==> src/rtl/ysyx_23060332_lsu_ctrl.sv <==
// ysyx_23060332_lsu_ctrl
//  Multi-cycle load/store sequencer sitting between the EXU memory intent
//  and a valid/ready data-memory bus. One bus request is issued per accepted
//  load/store. The pipeline is stalled until the response returns, and the
//  captured load data is handed back to the EXU for extension.
//
//  Optional feature macro: LSU_TIMEOUT_EN
//   When defined, an abort counter ends an access that hangs in REQ/WAIT.
//   The abort completes with o_err=1 and o_ld_rdata=0.
//   When undefined, o_err is tied 0 and REQ/WAIT wait indefinitely.
//
//  Ports
//   clk, rst_n                      clock (rising), async active-low reset
//   i_ex_valid/ren/wen/addr/wdata   EXU memory intent
//   i_ex_wmask                      EXU byte mask
//   o_stall                         hold IF/ID/EX while the access is in flight
//   o_done                          1-cycle completion pulse
//   o_ld_rdata                      captured load data
//   o_err                           timeout abort flag, pulses with o_done
//   o_req_*, i_req_ready            request channel
//   i_rsp_valid, o_rsp_ready        response channel
//   i_rsp_rdata                     read data on the response channel
//
//  state  | meaning
//  S_IDLE | waiting for an EXU load/store; latches it on accept
//  S_REQ  | request presented on the bus until i_req_ready
//  S_WAIT | request taken, waiting for the response
//  S_DONE | one-cycle completion; pipeline advances
module ysyx_23060332_lsu_ctrl #(
   parameter int ADDR_W         = 32,
   parameter int DATA_W         = 32,
   parameter int TIMEOUT_CYCLES = 255
) (
   input  logic              clk,
   input  logic              rst_n,
   input  logic              i_ex_valid,
   input  logic              i_ex_ren,
   input  logic              i_ex_wen,
   input  logic [ADDR_W-1:0] i_ex_addr,
   input  logic [DATA_W-1:0] i_ex_wdata,
   input  logic [7:0]        i_ex_wmask,
   output logic              o_stall,
   output logic              o_done,
   output logic [DATA_W-1:0] o_ld_rdata,
   output logic              o_err,
   output logic              o_req_valid,
   input  logic              i_req_ready,
   output logic              o_req_wen,
   output logic [ADDR_W-1:0] o_req_addr,
   output logic [DATA_W-1:0] o_req_wdata,
   output logic [7:0]        o_req_wmask,
   input  logic              i_rsp_valid,
   output logic              o_rsp_ready,
   input  logic [DATA_W-1:0] i_rsp_rdata
);

   typedef enum logic [1:0] {S_IDLE, S_REQ, S_WAIT, S_DONE} state_t;

   state_t            r_state;
   state_t            w_state_nxt;
   logic              w_accept;
   logic              w_timeout;
   logic              w_abort;
   logic              r_wen;
   logic [ADDR_W-1:0] r_addr;
   logic [DATA_W-1:0] r_wdata;
   logic [7:0]        r_wmask;
   logic [DATA_W-1:0] r_rdata;

`ifdef LSU_TIMEOUT_EN
   logic [7:0] r_cnt;
   logic       r_err;

   // The counter holds (cycles spent in REQ/WAIT) - 1. Aborting when it reads
   // TIMEOUT_CYCLES-2 places the DONE cycle exactly TIMEOUT_CYCLES cycles
   // after the accept cycle.
   assign w_timeout = (r_cnt == 8'(TIMEOUT_CYCLES - 2));
   assign o_err     = (r_state == S_DONE) & r_err;

   always_ff @(posedge clk or negedge rst_n) begin
      if (!rst_n) begin
         r_cnt <= '0;
         r_err <= 1'b0;
      end else begin
         if (w_accept) begin
            r_cnt <= '0;
            r_err <= 1'b0;
         end else if (r_state == S_REQ || r_state == S_WAIT) begin
            r_cnt <= r_cnt + 8'd1;
            if (w_abort) r_err <= 1'b1;
         end
      end
   end
`else
   assign w_timeout = 1'b0;
   assign o_err     = 1'b0;
`endif

   always_comb begin
      w_state_nxt = r_state;
      w_accept    = 1'b0;
      w_abort     = 1'b0;
      o_stall     = 1'b0;
      o_req_valid = 1'b0;
      o_rsp_ready = 1'b0;
      o_done      = 1'b0;
      case (r_state)
         S_IDLE: begin
            w_accept = i_ex_valid & (i_ex_ren | i_ex_wen);
            o_stall  = w_accept;
            if (w_accept) w_state_nxt = S_REQ;
         end
         S_REQ: begin
            o_stall = 1'b1;
            // Withdraw the request in the abort cycle so no late handshake
            // can sneak through.
            o_req_valid = ~w_timeout;
            if (w_timeout) begin
               w_abort     = 1'b1;
               w_state_nxt = S_DONE;
            end else if (i_req_ready) begin
               w_state_nxt = S_WAIT;
            end
         end
         S_WAIT: begin
            o_stall     = 1'b1;
            o_rsp_ready = 1'b1;
            // A response arriving in the abort cycle still wins.
            if (i_rsp_valid) begin
               w_state_nxt = S_DONE;
            end else if (w_timeout) begin
               w_abort     = 1'b1;
               w_state_nxt = S_DONE;
            end
         end
         S_DONE: begin
            o_done      = 1'b1;
            w_state_nxt = S_IDLE;
         end
         default: w_state_nxt = S_IDLE;
      endcase
   end

   always_ff @(posedge clk or negedge rst_n) begin
      if (!rst_n) begin
         r_state <= S_IDLE;
         r_wen   <= 1'b0;
         r_addr  <= '0;
         r_wdata <= '0;
         r_wmask <= '0;
         r_rdata <= '0;
      end else begin
         r_state <= w_state_nxt;
         if (w_accept) begin
            // Load+store together is issued as a store.
            r_wen   <= i_ex_wen;
            r_addr  <= i_ex_addr;
            r_wdata <= i_ex_wen ? i_ex_wdata : '0;
            r_wmask <= i_ex_wen ? i_ex_wmask : 8'h00;
         end
         if (r_state == S_WAIT && i_rsp_valid && !r_wen) r_rdata <= i_rsp_rdata;
         else if (w_abort)                                r_rdata <= '0;
      end
   end

   assign o_req_wen   = r_wen;
   assign o_req_addr  = r_addr;
   assign o_req_wdata = r_wdata;
   assign o_req_wmask = r_wmask;
   assign o_ld_rdata  = r_rdata;

endmodule

==> config.mk <==
export PLATFORM = sky130hd
export DESIGN_NAME = ysyx_23060332_lsu_ctrl
export DESIGN_NICKNAME = d
export VERILOG_FILES = /design/src/rtl/ysyx_23060332_lsu_ctrl.sv
export SDC_FILE = /design/constraint.sdc
export NUM_CORES = 1
export LEC_CHECK = 0
export CAP_MARGIN = 20
export CORE_AREA = 2 2 107 109
export CTS_CLUSTER_DIAMETER = 80
export CTS_CLUSTER_SIZE = 16
export DETAILED_ROUTE_END_ITERATION = 10
export DIE_AREA = 0 0 109 111
export HOLD_SLACK_MARGIN = 0.05
export PLACE_DENSITY = 0.79
export RECOVER_POWER = 25
export SYNTH_ARGS = -nofsm -noshare
export SYNTH_HDL_FRONTEND = slang
export SYNTH_SLANG_ARGS = --single-unit
==> constraint.sdc <==
create_clock -name clk -period 2 [get_ports clk]
set_clock_uncertainty 0.15 [all_clocks]
set_input_delay 0.4 -clock clk [delete_from_list [all_inputs] [get_ports clk]]
set_output_delay 0.4 -clock clk [all_outputs]
set_load 0.05 [all_outputs]
==> flow_summary.toml <==
# flow metrics
[placement]
numPortBuffers = 219
globalplace.congestion = 0.742
dpl.hpwl_mm = 7.95
place_area_um2 = 6380
pre_cts_ws_ps = -43.3

[synth]
area_leaders = "dfrtp_1 64%, mux2_2 12%, nand2_1 7.2%"
synth_flops = 107
ys_cells = 332
top_cell_area_share_pct = 63.9
adder_share_pct = 1.49
ys_seq_share_pct = 63.9
synth_top_cell_by_count = "dfrtp_1"
synth_nets = 448
synth.distinct_cells = 18
synth-compound-area-share_pct = 5.76
avgSynthCellArea_um2 = 12.6
synth_xor_xnor_area_share_pct = 0
synth-edff-count = 0
ys_area_um2 = 4190
syn_area_um2 = 4190

[global_routing]
grt_max_degree = 42
antenna_found_initial = 0
globalRouteMet3Util_pct = 4.41
grt_pass1_wl_mm = 16.5
use_met2_pct = 30.2
grt-ovfl-total = 0
grt_pass1_vias = 3311

[final_layout]
fillers = 899
clkCellAreaFrac_pct = 4.91
fin_nets = 676
final_area_um2 = 6750
largest_class = "sequential cells"
area_delta_synth_final_pct = 60.9
regArea_um2 = 2680
utilization_pct = 60.9

[final_timing]
setup_ws_ps = 35.5
rsz0062_at_grt = "true"
layout_min_cycle_time_ps = 1960
fin_crit_sh_pct = 98.2
whs_ps = 332
max_freq_mhz = 509

[worst_setup_path]
slowest_delay_ps = 390
r2r-start = "r_state[0]"
path_class = "flip-flop to output pin"
rrSetupSlack_ps = 190
path_depth = 5
reg2regPathDepth = 5

[clock_tree]
ctsResizeCount = 5
clock_sinks = 107
ctsHtreeMaxLevel = 3
clk_path_buf_depth = 2
postCtsSetupRepairBufs = 2
cts_tree = "yes"
clk_pin_slew_ps = 70
clkLatencyLatePin_ps = 330

[die]
die_area_um2 = 12100
tap_cells = 143
floorplan.core_util_pct = 37.9
die_w_um = 109
die_y_um = 111

[detailed_routing]
vias_per_cell = 4.58
drtPass1Iterations = 4
met1_length_mm = 4.27
post_drt_wl_per_cell_um = 14.9

[min_path]
hold_class = "flip-flop to flip-flop"

[status]
status = "finished, final reports clean"

[job]
cap_violations = 0
warnings = 31
-- placed cells by master (no fill, tap or decap), types with 2 or more instances in the layout --
cell type          n
o21ai_0           41
mux2_1            19
buf_4            117
buf_12             7
clkbuf_16          9
inv_2              2
ha_1               2
nand2_1           80
dfrtp_1          107
clkbuf_2           2
inv_1              3
mux2i_1            2
clkbuf_4           2
clkdlybuf4s50_1  108
mux2_2            46
bufinv_16          3
ha_2               2
-- tightest hold or removal path, delay by kind of cell (launching register included) --
kind            cells  cell delay (ps)
flops               1              340
compound gates      1               60
simple gates        1               50
Figure 1. Metal 3.
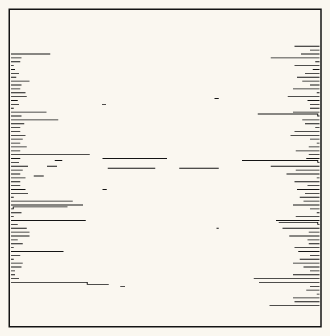
main direction: horizontal
wire length on this layer: 950 um
longest straight run: 27.4 um

Figure 2. M1 wires.
Supply wires on this layer in gray.
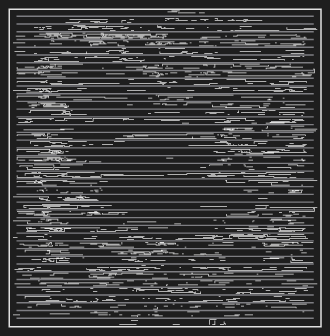
longest straight run: 35.4 um
nets with wire on the layer: 541
main direction: horizontal

Figure 3. Signal metal coverage by tile.
The bar under the picture is 20 um long. The die is cut into 22 by 22 equal tiles; dark purple is low, yellow is high, scaled to the fullest tile. Values are wire area over tile area, all layers added.
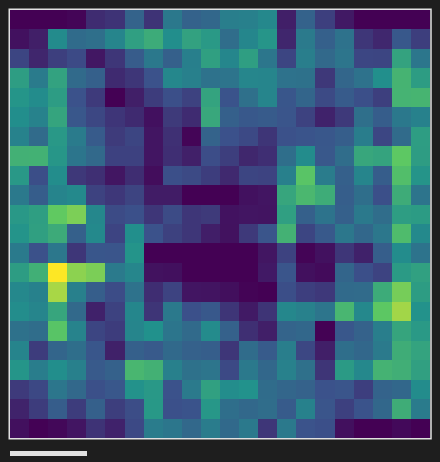
emptiest ninth of the die: center
fullest tile: 0.45
mean over tiles: 0.14
tiles over half the peak: 17%

